`src/rtl/conf_disp_accumulate_pkg.sv`:
```
// Shared types for the disparity-filter blocks: default widths, the sum width
// helper and the (confidence, product) pair stored in the sliding window.
package disp_filter_pkg;
    localparam int DISP_BITS_DEF = 5;
    localparam int CONF_BITS_DEF = 5;

    function automatic int sum_width(input int disp_bits);
        return 8 + disp_bits;
    endfunction

    // Field widths match the divider inputs for the default disparity width.
    typedef struct packed {
        logic [7:0]                          conf;
        logic [sum_width(DISP_BITS_DEF)-1:0] prod;
    } conf_disp_pair_t;
endpackage

```
`src/rtl/conf_disp_accumulate_if.sv`:
```
// Pixel-in / windowed-sums-out bundle of the confidence-weighted accumulator.
interface conf_disp_accumulate_if
    import disp_filter_pkg::*;
#(
    parameter int disp_bits = DISP_BITS_DEF,
    parameter int conf_bits = CONF_BITS_DEF
);
    logic [disp_bits-1:0]            in_disp;
    logic [conf_bits-1:0]            in_conf;
    logic                            in_valid;
    logic                            in_sol;
    logic [7:0]                      out_conf;
    logic [sum_width(disp_bits)-1:0] out_conf_disp;
    logic                            out_valid;

    modport master (output in_disp, in_conf, in_valid, in_sol,
                    input  out_conf, out_conf_disp, out_valid);
    modport slave  (input  in_disp, in_conf, in_valid, in_sol,
                    output out_conf, out_conf_disp, out_valid);
endinterface

```
`src/rtl/conf_disp_window_shift.sv`:
```
// Depth-configurable shift register of (conf, prod) pairs; the oldest entry is
// presented on evicted so the caller can subtract it from its running sums.
module conf_disp_window_shift
    import disp_filter_pkg::*;
#(
    parameter int depth = 8
) (
    input  logic            clk,
    input  logic            reset,
    input  logic            shift,
    input  logic            clear,
    input  conf_disp_pair_t din,
    output conf_disp_pair_t evicted
);
    conf_disp_pair_t r_win [depth];

    always_ff @(posedge clk) begin
        if (reset) begin
            for (int i = 0; i < depth; i++) r_win[i] <= '0;
        end else if (clear) begin
            for (int i = 1; i < depth; i++) r_win[i] <= '0;
            r_win[0] <= din;
        end else if (shift) begin
            for (int i = 1; i < depth; i++) r_win[i] <= r_win[i-1];
            r_win[0] <= din;
        end
    end

    assign evicted = r_win[depth-1];
endmodule

```
`src/rtl/conf_disp_accumulate.sv`:
```
// Sliding-window confidence and confidence*disparity sums for the divider.
// Optional low-confidence rejection is enabled by defining CONF_THRESH_EN.
module conf_disp_accumulate
    import disp_filter_pkg::*;
#(
    parameter int disp_bits   = DISP_BITS_DEF,
    parameter int conf_bits   = CONF_BITS_DEF,
    parameter int win_len     = 8,
    parameter int conf_thresh = 8
) (
    input  logic                   clk,
    input  logic                   reset,
    conf_disp_accumulate_if.slave  bus
);
    localparam int SW = sum_width(disp_bits);

    if (win_len < 1 || win_len * ((1 << conf_bits) - 1) > 255)
        $error("win_len*(2^conf_bits-1) must be in 1..255");
    if (disp_bits < 1 || disp_bits > DISP_BITS_DEF || conf_bits < 1 || conf_bits > 8)
        $error("disp_bits/conf_bits outside the range the window pair supports");
    if (conf_thresh < 0 || conf_thresh > 255)
        $error("conf_thresh must fit 8 bits");
    if ($bits(bus.in_disp) != disp_bits || $bits(bus.in_conf) != conf_bits)
        $error("interface widths do not match module parameters");

    logic [7:0]      w_conf_eff;
    logic [SW-1:0]   w_prod;
    conf_disp_pair_t w_evicted;
    logic            w_clear;

`ifdef CONF_THRESH_EN
    assign w_conf_eff = (8'(bus.in_conf) < 8'(conf_thresh)) ? 8'd0 : 8'(bus.in_conf);
`else
    assign w_conf_eff = 8'(bus.in_conf);
`endif
    assign w_prod = SW'(w_conf_eff) * SW'(bus.in_disp);

    logic            r_s1_valid;
    logic            r_s1_sol;
    conf_disp_pair_t r_s1_pair;

    always_ff @(posedge clk) begin
        if (reset) begin
            r_s1_valid <= 1'b0;
            r_s1_sol   <= 1'b0;
            r_s1_pair  <= '0;
        end else begin
            r_s1_valid <= bus.in_valid;
            if (bus.in_valid) begin
                r_s1_sol  <= bus.in_sol;
                r_s1_pair <= '{conf: w_conf_eff, prod: w_prod};
            end
        end
    end

    assign w_clear = r_s1_valid & r_s1_sol;

    conf_disp_window_shift #(.depth(win_len)) u_window (
        .clk     (clk),
        .reset   (reset),
        .shift   (r_s1_valid),
        .clear   (w_clear),
        .din     (r_s1_pair),
        .evicted (w_evicted)
    );

    logic [7:0]    r_sum_conf;
    logic [SW-1:0] r_sum_cd;
    logic          r_out_valid;

    // On sol the sums restart from the new pair; otherwise add newest, drop oldest.
    always_ff @(posedge clk) begin
        if (reset) begin
            r_sum_conf  <= '0;
            r_sum_cd    <= '0;
            r_out_valid <= 1'b0;
        end else begin
            r_out_valid <= r_s1_valid;
            if (r_s1_valid) begin
                if (r_s1_sol) begin
                    r_sum_conf <= r_s1_pair.conf;
                    r_sum_cd   <= r_s1_pair.prod;
                end else begin
                    r_sum_conf <= r_sum_conf + r_s1_pair.conf - w_evicted.conf;
                    r_sum_cd   <= r_sum_cd + r_s1_pair.prod - w_evicted.prod;
                end
            end
        end
    end

    assign bus.out_conf      = r_sum_conf;
    assign bus.out_conf_disp = r_sum_cd;
    assign bus.out_valid     = r_out_valid;
endmodule
```
`src/flat_wrapper.sv`:
```
// flat-port wrapper written by rule: the top's interface ports become plain ports
module conf_disp_accumulate_flat import disp_filter_pkg::*;
#(
    parameter int disp_bits   = DISP_BITS_DEF,
    parameter int conf_bits   = CONF_BITS_DEF,
    parameter int win_len     = 8,
    parameter int conf_thresh = 8
)
  (clk, reset, bus_in_disp, bus_in_conf, bus_in_valid, bus_in_sol, bus_out_conf, bus_out_conf_disp, bus_out_valid);
  conf_disp_accumulate_if #(.disp_bits(disp_bits), .conf_bits(conf_bits)) bus_i ();
  input  logic clk;
  input  logic reset;
  input wire logic [$bits(bus_i.in_disp)-1:0] bus_in_disp;
  input wire logic [$bits(bus_i.in_conf)-1:0] bus_in_conf;
  input wire logic [$bits(bus_i.in_valid)-1:0] bus_in_valid;
  input wire logic [$bits(bus_i.in_sol)-1:0] bus_in_sol;
  output wire logic [$bits(bus_i.out_conf)-1:0] bus_out_conf;
  output wire logic [$bits(bus_i.out_conf_disp)-1:0] bus_out_conf_disp;
  output wire logic [$bits(bus_i.out_valid)-1:0] bus_out_valid;
  assign bus_i.in_disp = bus_in_disp;
  assign bus_i.in_conf = bus_in_conf;
  assign bus_i.in_valid = bus_in_valid;
  assign bus_i.in_sol = bus_in_sol;
  assign bus_out_conf = bus_i.out_conf;
  assign bus_out_conf_disp = bus_i.out_conf_disp;
  assign bus_out_valid = bus_i.out_valid;
  conf_disp_accumulate #(.disp_bits(disp_bits), .conf_bits(conf_bits), .win_len(win_len), .conf_thresh(conf_thresh)) u_core (.clk(clk), .reset(reset), .bus(bus_i));
endmodule
```
`config.mk`:
```
export PLATFORM = sky130hd
export DESIGN_NAME = conf_disp_accumulate_flat
export DESIGN_NICKNAME = d
export VERILOG_FILES = /design/src/rtl/conf_disp_accumulate_pkg.sv /design/src/rtl/conf_disp_accumulate_if.sv /design/src/rtl/conf_disp_window_shift.sv /design/src/rtl/conf_disp_accumulate.sv /design/src/flat_wrapper.sv
export SDC_FILE = /design/constraint.sdc
export NUM_CORES = 1
export LEC_CHECK = 0
export ABC_AREA = 1
export ABC_CLOCK_PERIOD_IN_PS = 3540
export CORE_MARGIN = 2
export CORE_UTILIZATION = 55
export CTS_CLUSTER_SIZE = 8
export DETAILED_ROUTE_END_ITERATION = 7
export PLACE_DENSITY = 0.74
export SETUP_SLACK_MARGIN = 0.5
export SYNTH_ARGS = -nofsm -noshare
export SYNTH_HDL_FRONTEND = slang
export SYNTH_SLANG_ARGS = --single-unit
```
`constraint.sdc`:
```
create_clock -name clk -period 3.54 [get_ports clk]
set_input_delay 0.354 -clock clk [delete_from_list [all_inputs] [get_ports clk]]
set_output_delay 0.354 -clock clk [all_outputs]
set_load 0.02 [all_outputs]
```
Run 1, pin map:
(4 px per um) Pins as bars across the die edge, other pins in grey.
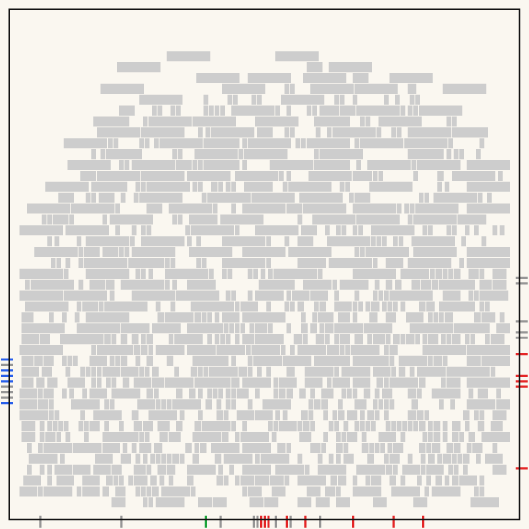
[red] bus_out_conf_disp | pins: 13 | direction: output | edge: 8 south, 5 east
[blue] bus_in_conf | pins: 5 | direction: input | edge: west
[green] bus_in_valid | pins: 1 | direction: input | edge: south
all pins by edge: 17 south, 10 east, 9 west

Run 1, logic cells by family:
(4 px per um)
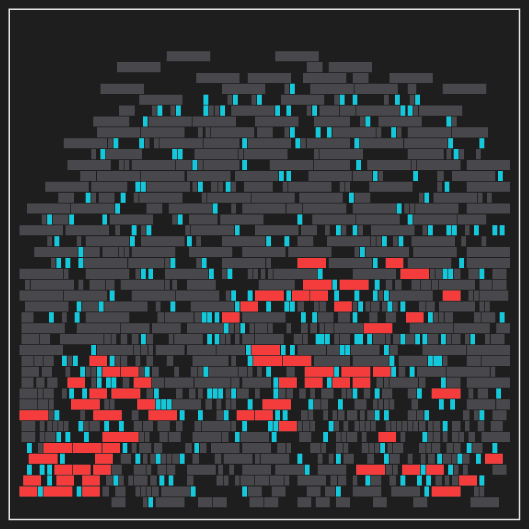
[red] fa/ha/maj cells | cells: 63 | most used: ha_1
[cyan] inv cells | cells: 251 | most used: inv_1 | where: widely spread

==> reports/notes.md, run 1 <==
For the clock net sink count, the log shows 159. The critical path's slowest stage uses the library cell sky130_fd_sc_hd__fa_1. The tools report the max-slew headroom at the worst pin as 0.562. The tools report the met2 layer wire length in the routed design as 7450 um. Per the detail_route report, vias per standard cell equal 4.91. Per the detailed-route log, wirelength across all metal layers totals 15600 um.

Clock latency on the worst-skew pair, taken at its later pin, is 420 ps. The run finished with clean final reports. Tap insertion was completed with 188 tapcells. With the critical path depth at 14, the area fraction in and, or, nand and nor cells after synthesis is 0.159. The buffers inserted during post-CTS setup optimization was 0; the count of final max-slew check failures was 0. The routed length on met3 is 637 um. The synthesized-area fraction occupied by adder cells came out at 0.116. The proportion of synthesized chip area in sequential cells is 0.525, and the cell total in the yosys stat output is 879. The die covers 16200 um2. The pin count of the biggest net entering global routing was 47; the clock period minus worst slack was 2770 ps. The number of hold buffers added after CTS was 0; the worst slack at placement was -62.1 ps. The analysis attributes to net switching a power of 0.00154 W.

The capturing element of the worst setup path was u_core.r_s1_pair[6]$_SDFFE_PP0P_. The run gives 0.424 as the portion of total power attributed to sequential cells. The run gives 362 MHz as the fmax. The global-route layer with the greatest usage was met2. The mux share of post-synthesis cell area is 0. The report lists the cells along the critical path as dlygate4sd2_1 > buf_4 > nand2_1 > inv_1 > fa_1 > fa_1 > ha_1 > ha_1 > nand2_1 > nand2_1 > a31oi_1 > xnor2_1 > o21ai_0 > inv_1. The number of signal-net buffers in the layout was 52. Startpoint kind of the worst setup timing path: a primary input. Final-layout fill cell count: 1212. The share of the final layout cell area in multi-input gates works out to 0.304. The actual slew at the worst max-slew pin was 657 ps; the register-to-register setup slack was 1120 ps.

The chip area estimate from yosys synthesis is 8340 um2. For reference, the top logic cell family by area is simple AND/OR/NAND/NOR gates. The share of the synthesized netlist area taken by xor and xnor gates was 0.00840; the maximum count of clock buffers along a single path was 2. The number of cells on the worst reg-to-reg path is 13. The run gives 0.637 as the share of the core filled with cells. The number of different library cells used by synthesis comes to 33. Counting tap cells, the placed design contains a total of 1100 instances.

The power per standard cell area came out at 544 nW/um2. In this run the standard cell core region covers 15000 um2. Via count: 5561.

With the post-detailed-placement half-perimeter wirelength at 10800 um, the initial antenna violation count is 0. Accumulated negative setup slack: 0 ps. The endpoint identified for the worst register-to-register timing path is u_core.bus.out_conf_disp[10]$_SDFFE_PP0P_. The leakage component of the power was reported as 4.40 nW. Sequential standard cell area: 4380 um2. Per the finish-stage timing summary, setup violations number 0. From bottom edge to top edge, the die measures 127 um.

For the depth of the CTS H-tree, the log shows 4. The number of antenna diodes in the final layout is 0. The startpoint of the most critical hold path was bus_in_conf[0]. In the layout the tool counted multi-input logic cells amounting to 450.

Worst hold endpoint: u_core.r_s1_pair[13]$_SDFFE_PP0P_. The fraction of the cycle the final worst path needs was 0.781. Looking at the reg2reg group, the worst path starts from u_core.bus.out_conf_disp[1]$_SDFFE_PP0P_. The largest total area in the synthesized netlist belongs to sky130_fd_sc_hd__edfxtp_1. The proportion of cell area spent on the clock network came out at 0.0613. The async set or reset register ratio after synthesis is 0. TritonCTS built the clock tree.

On the critical path the largest part of the delay comes from adder cells. Power attributed to the clock group is 0.00178 W. Number of enable-type register cells in the synthesized netlist: 120. The number of global-route vias before repair is 5276, and the number of search-and-repair iterations in the first detailed-routing pass is 4.

The number of warnings in the stage logs was 26; the number of standard-cell rows in the floorplan was 45. The tools report the total congestion overflow after global routing as 0. In the synthesized netlist, the cells that appear most often are 248 x sky130_fd_sc_hd__inv_1, 120 x sky130_fd_sc_hd__edfxtp_1, 119 x sky130_fd_sc_hd__nor2_1. With the share of cells above drive strength 1 at 0.0869, the share of power burned in the clock network is 0.343. Once layout is complete, the cells apart from fillers number 1132.

The number of DRC markers after the initial detailed-route iteration was 527; the post-synthesis cell count was 879. After detailed placement, the total cell area comes to 8960 um2. The met2 track demand over resource in global routing was 0.328. In the layout the commonest cells are 245 x sky130_fd_sc_hd__inv_1, 120 x sky130_fd_sc_hd__edfxtp_1, 119 x sky130_fd_sc_hd__nor2_1, 112 x sky130_fd_sc_hd__nand2_1, 39 x sky130_fd_sc_hd__dfxtp_1. After synthesis the netlist holds a flip-flop and latch count of 159.

The endpoint arrival time on the critical path is 3080 ps. The tightest min-delay check is of the in -> reg type. Area of combinational cells with multiple inputs: 2910 um2.

The starting density of the core came out at 0.555. For reference, the top cells by area after synthesis are sky130_fd_sc_hd__edfxtp_1 43%, sky130_fd_sc_hd__inv_1 11%, sky130_fd_sc_hd__dfxtp_1 9.4%, sky130_fd_sc_hd__ha_1 5.8%, sky130_fd_sc_hd__fa_1 5.8%. Per the layout report, the design carries 251 non-clock inverters. The final timing report lists clock skew as 7.92 ps.
Run 1, drive-strength map:
(4 px per um)
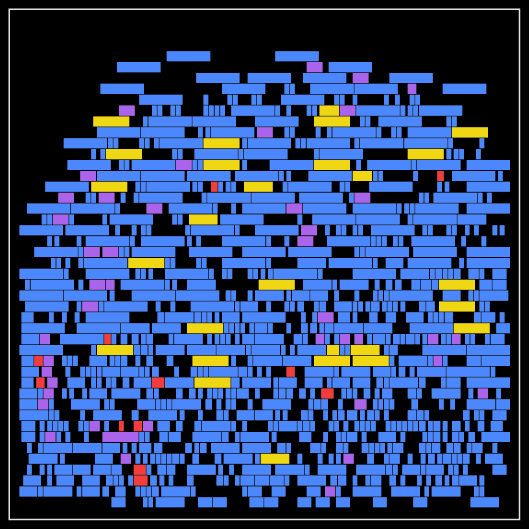
[red] _2 cells | cells: 12
[purple] _3 and _4 cells | cells: 43 | most used: nor2_4
[yellow] _6 and larger | cells: 27 | most used: clkbuf_16
[blue] _0 and _1 cells | cells: 862 | most used: inv_1
fin worst setup slack: 775 ps
post-route cell area: 9570 um2
layout overhead on the synthesized area: 14.7%

Run 1, nets reached from selected ports:
(2 px per um)
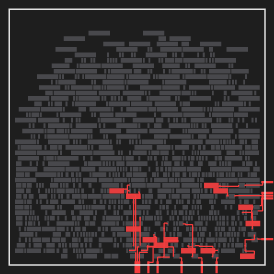
[red] bus_out_conf_disp | bits: 13 | direction: output | edge: 8 south, 5 east | end cells: 13 | buffers: 13 | wire: 348 um
number of primary I/O pins: 36
number of port buffers: 35

==> run 2, diff against run 1 <==
--- a/config.mk
+++ b/config.mk
@@ -6,7 +6,7 @@
 export NUM_CORES = 1
 export LEC_CHECK = 0
 export ABC_AREA = 1
-export ABC_CLOCK_PERIOD_IN_PS = 3540
+export ABC_CLOCK_PERIOD_IN_PS = 2900
 export CORE_MARGIN = 2
 export CORE_UTILIZATION = 55
 export CTS_CLUSTER_SIZE = 8
==> constraint.sdc (replaced) <==
create_clock -name clk -period 2.9 [get_ports clk]
set_input_delay 0.29 -clock clk [delete_from_list [all_inputs] [get_ports clk]]
set_output_delay 0.29 -clock clk [all_outputs]
set_load 0.02 [all_outputs]
Run 2, nets reached from selected ports:
(2 px per um)
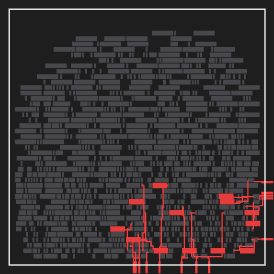
[red] bus_out_conf_disp | bits: 13 | direction: output | edge: 8 south, 5 east | end cells: 13 | buffers: 13 | wire: 409 um

==> run 2 against run 1 <==
- area after synthesis unchanged
- utilization increased by 2.1 points
- sequential power is 22% higher
- design area is 3.3% higher
- critical path depth down 1
- sequential share of layout area shrank 1.5 points
- wire length rose by 3.2%
- worst setup slack worse by 330 ps
- die area is the same
- global-route usage grew 0.34 points
- synthesized cell count unchanged
==> reports/notes.md, run 2 <==
STA classifies the critical path startpoint as a primary input. The synthesized-area fraction occupied by adder cells came out at 0.116 (unchanged). The tools report the startpoint of the most critical hold path as bus_in_conf[2]. The run gives 7990 um (+7.2%) as the met2 layer wire length in the routed design.

The total of buffers placed on input and output ports is 35 (unchanged), and the area of combinational cells with multiple inputs is 3110 um2 (+6.9%). The cell type with the largest total area was sky130_fd_sc_hd__edfxtp_1. The non-clock inverter count in the final layout was 251 (unchanged). The number of standard-cell rows in the floorplan was 45 (unchanged).

The tally of unique sky130hd cells used after synthesis was 33 (unchanged); the cell total in the yosys stat output was 879 (unchanged). The worst slack at placement came out at -644 ps (-582 ps). With the mux share of post-synthesis cell area at 0 (unchanged), the total placed cells including tap cells is 1112 (+1.1%). Relative to the synthesized area, the layout overhead comes to 18.5%. The fmax is 408 MHz.

The endpoint arrival time on the critical path was 2770 ps (-310 ps). The via density per instance was 4.90 (-0.23%). met2 is the most crowded layer. With the number of signal-net buffers in the layout at 67 (+29%), the static leakage is 4.42 nW (+0.56%). The worst path in the final design needs a cycle of 2450 ps, including I/O delays and setup. The run gives 8340 um2 (unchanged) as the chip area estimate from yosys synthesis. The sequential standard cell area was 4380 um2 (unchanged). The area fraction in and, or, nand and nor cells after synthesis is 0.159 (unchanged). The cell family contributing the most delay on the critical path is adder cells. The total wirelength of the detailed-routed design was 16100 um (+3.2%). The tools report the core region area as 15000 um2 (unchanged).

The flow ran to the end, and the final reports show no timing, DRC or antenna violations. The routed length on met3 was 616 um (-3.3%). The run gives 0.00840 (unchanged) for the share of the synthesized netlist area taken by xor and xnor gates.

Walking the worst path, the cells encountered are buf_8 > nand2_4 > fa_1 > fa_1 > fa_1 > inv_2 > ha_4 > buf_4 > nand4_1 > nand4_1 > nand2_1 > o21ai_1 > inv_1. The worst hold endpoint was u_core.r_s1_pair[15]$_SDFFE_PP0P_. The share of the core filled with cells is 0.658 (+0.0209), and the smallest setup slack after layout is 446 ps (-328 ps). The power in the clock group was 0.00217 W (+22%); the post-place instance area was 9100 um2 (+1.6%). Final standard cell area without fillers: 9890 um2 (+3.3%). Post-detailed-placement half-perimeter wirelength: 11000 um (+1.8%). The maximum count of clock buffers along a single path was 2 (unchanged).

The tools report the depth of the CTS H-tree as 4 (unchanged). TritonCTS built the clock tree. The run gives 0.555 (unchanged) as the starting density of the core. The tap cell instance count was 188 (unchanged). The worst hold path class was in -> reg. The worst-case reg-to-reg path depth was 16 (+3); the critical path depth was 13 (-1).

The number of warnings in the stage logs was 29 (+12%); the register-to-register setup slack was 640 ps (-480 ps). The tools report the number of search-and-repair iterations in the first detailed-routing pass as 5 (+1). The tools report the buffers inserted during post-CTS setup optimization as 2 (+2).

The run gives 0.331 (-0.012) for the share of power burned in the clock network. The number of enable-type register cells in the synthesized netlist was 120 (unchanged). The proportion of synthesized chip area in sequential cells was 0.525 (unchanged); the power per standard cell area was 663 nW/um2 (+22%). The main area contributors are sky130_fd_sc_hd__edfxtp_1 43%, sky130_fd_sc_hd__inv_1 11%, sky130_fd_sc_hd__dfxtp_1 9.4%, sky130_fd_sc_hd__ha_1 5.8%, sky130_fd_sc_hd__fa_1 5.8%. With the initial antenna violation count at 0 (unchanged), the fraction of the cycle the final worst path needs is 0.846. The run gives 0.0576 (-0.00372) for the proportion of cell area spent on the clock network.

The async set or reset register ratio after synthesis came out at 0 (unchanged). The run gives 395 (-25%) as the number of DRC markers after the initial detailed-route iteration. The run gives 0 (unchanged) as the number of diodes. The run gives 0.00199 W (+29%) for the switching power. The tools report the post-synthesis cell count as 879 (unchanged). The tools report the count of final max-slew check failures as 0 (unchanged). The capture point of the critical path was reported as u_core.r_s1_pair[8]$_SDFFE_PP0P_. For the number of hold buffers added after CTS, the log shows 0 (unchanged). For reference, the top cells by count after synthesis are 248 x sky130_fd_sc_hd__inv_1, 120 x sky130_fd_sc_hd__edfxtp_1, 119 x sky130_fd_sc_hd__nor2_1. The clock net sink count is 159 (unchanged), and the actual slew at the worst max-slew pin is 678 ps (+21.6 ps). The capture point of the worst reg-to-reg path is u_core.bus.out_conf_disp[10]$_SDFFE_PP0P_. The run gives 5478 (+3.8%) as the number of global-route vias before repair. The setup-violating endpoint count in the final report is 0 (unchanged). The topmost layer with routed signal wires is met4. The top cell types in the final layout, fill and taps aside, are 238 x sky130_fd_sc_hd__inv_1, 120 x sky130_fd_sc_hd__edfxtp_1, 119 x sky130_fd_sc_hd__nor2_1, 106 x sky130_fd_sc_hd__nand2_1, 39 x sky130_fd_sc_hd__dfxtp_1. The share of the final layout cell area in multi-input gates was 0.314 (+0.0107).

For the combinational group, total power comes out at 0.00169 W. The total standard cell area after synthesis was 8340 um2. The run gives 0 (unchanged) for the total congestion overflow after global routing. The final-layout fill cell count is 1161 (-4.2%). The met2 track demand over resource in global routing is 0.350 (+0.0221).

The number of storage elements in the synthesis netlist was 159 (unchanged); the chip area was 16200 um2 (unchanged). The share of cells above drive strength 1 is 0.141 (+0.0541), and the accumulated negative setup slack is 0 ps (unchanged). The cell at the slowest stage of the critical path was sky130_fd_sc_hd__fa_1.

The via count is 5617 (+1.0%). The insertion delay of the later-clocked pin in the worst-skew pair came out at 420 ps (about the same). For the post-layout instance count excluding filler cells, the log shows 1146 (+1.2%).
Power is estimated from default activity; no workload was simulated.
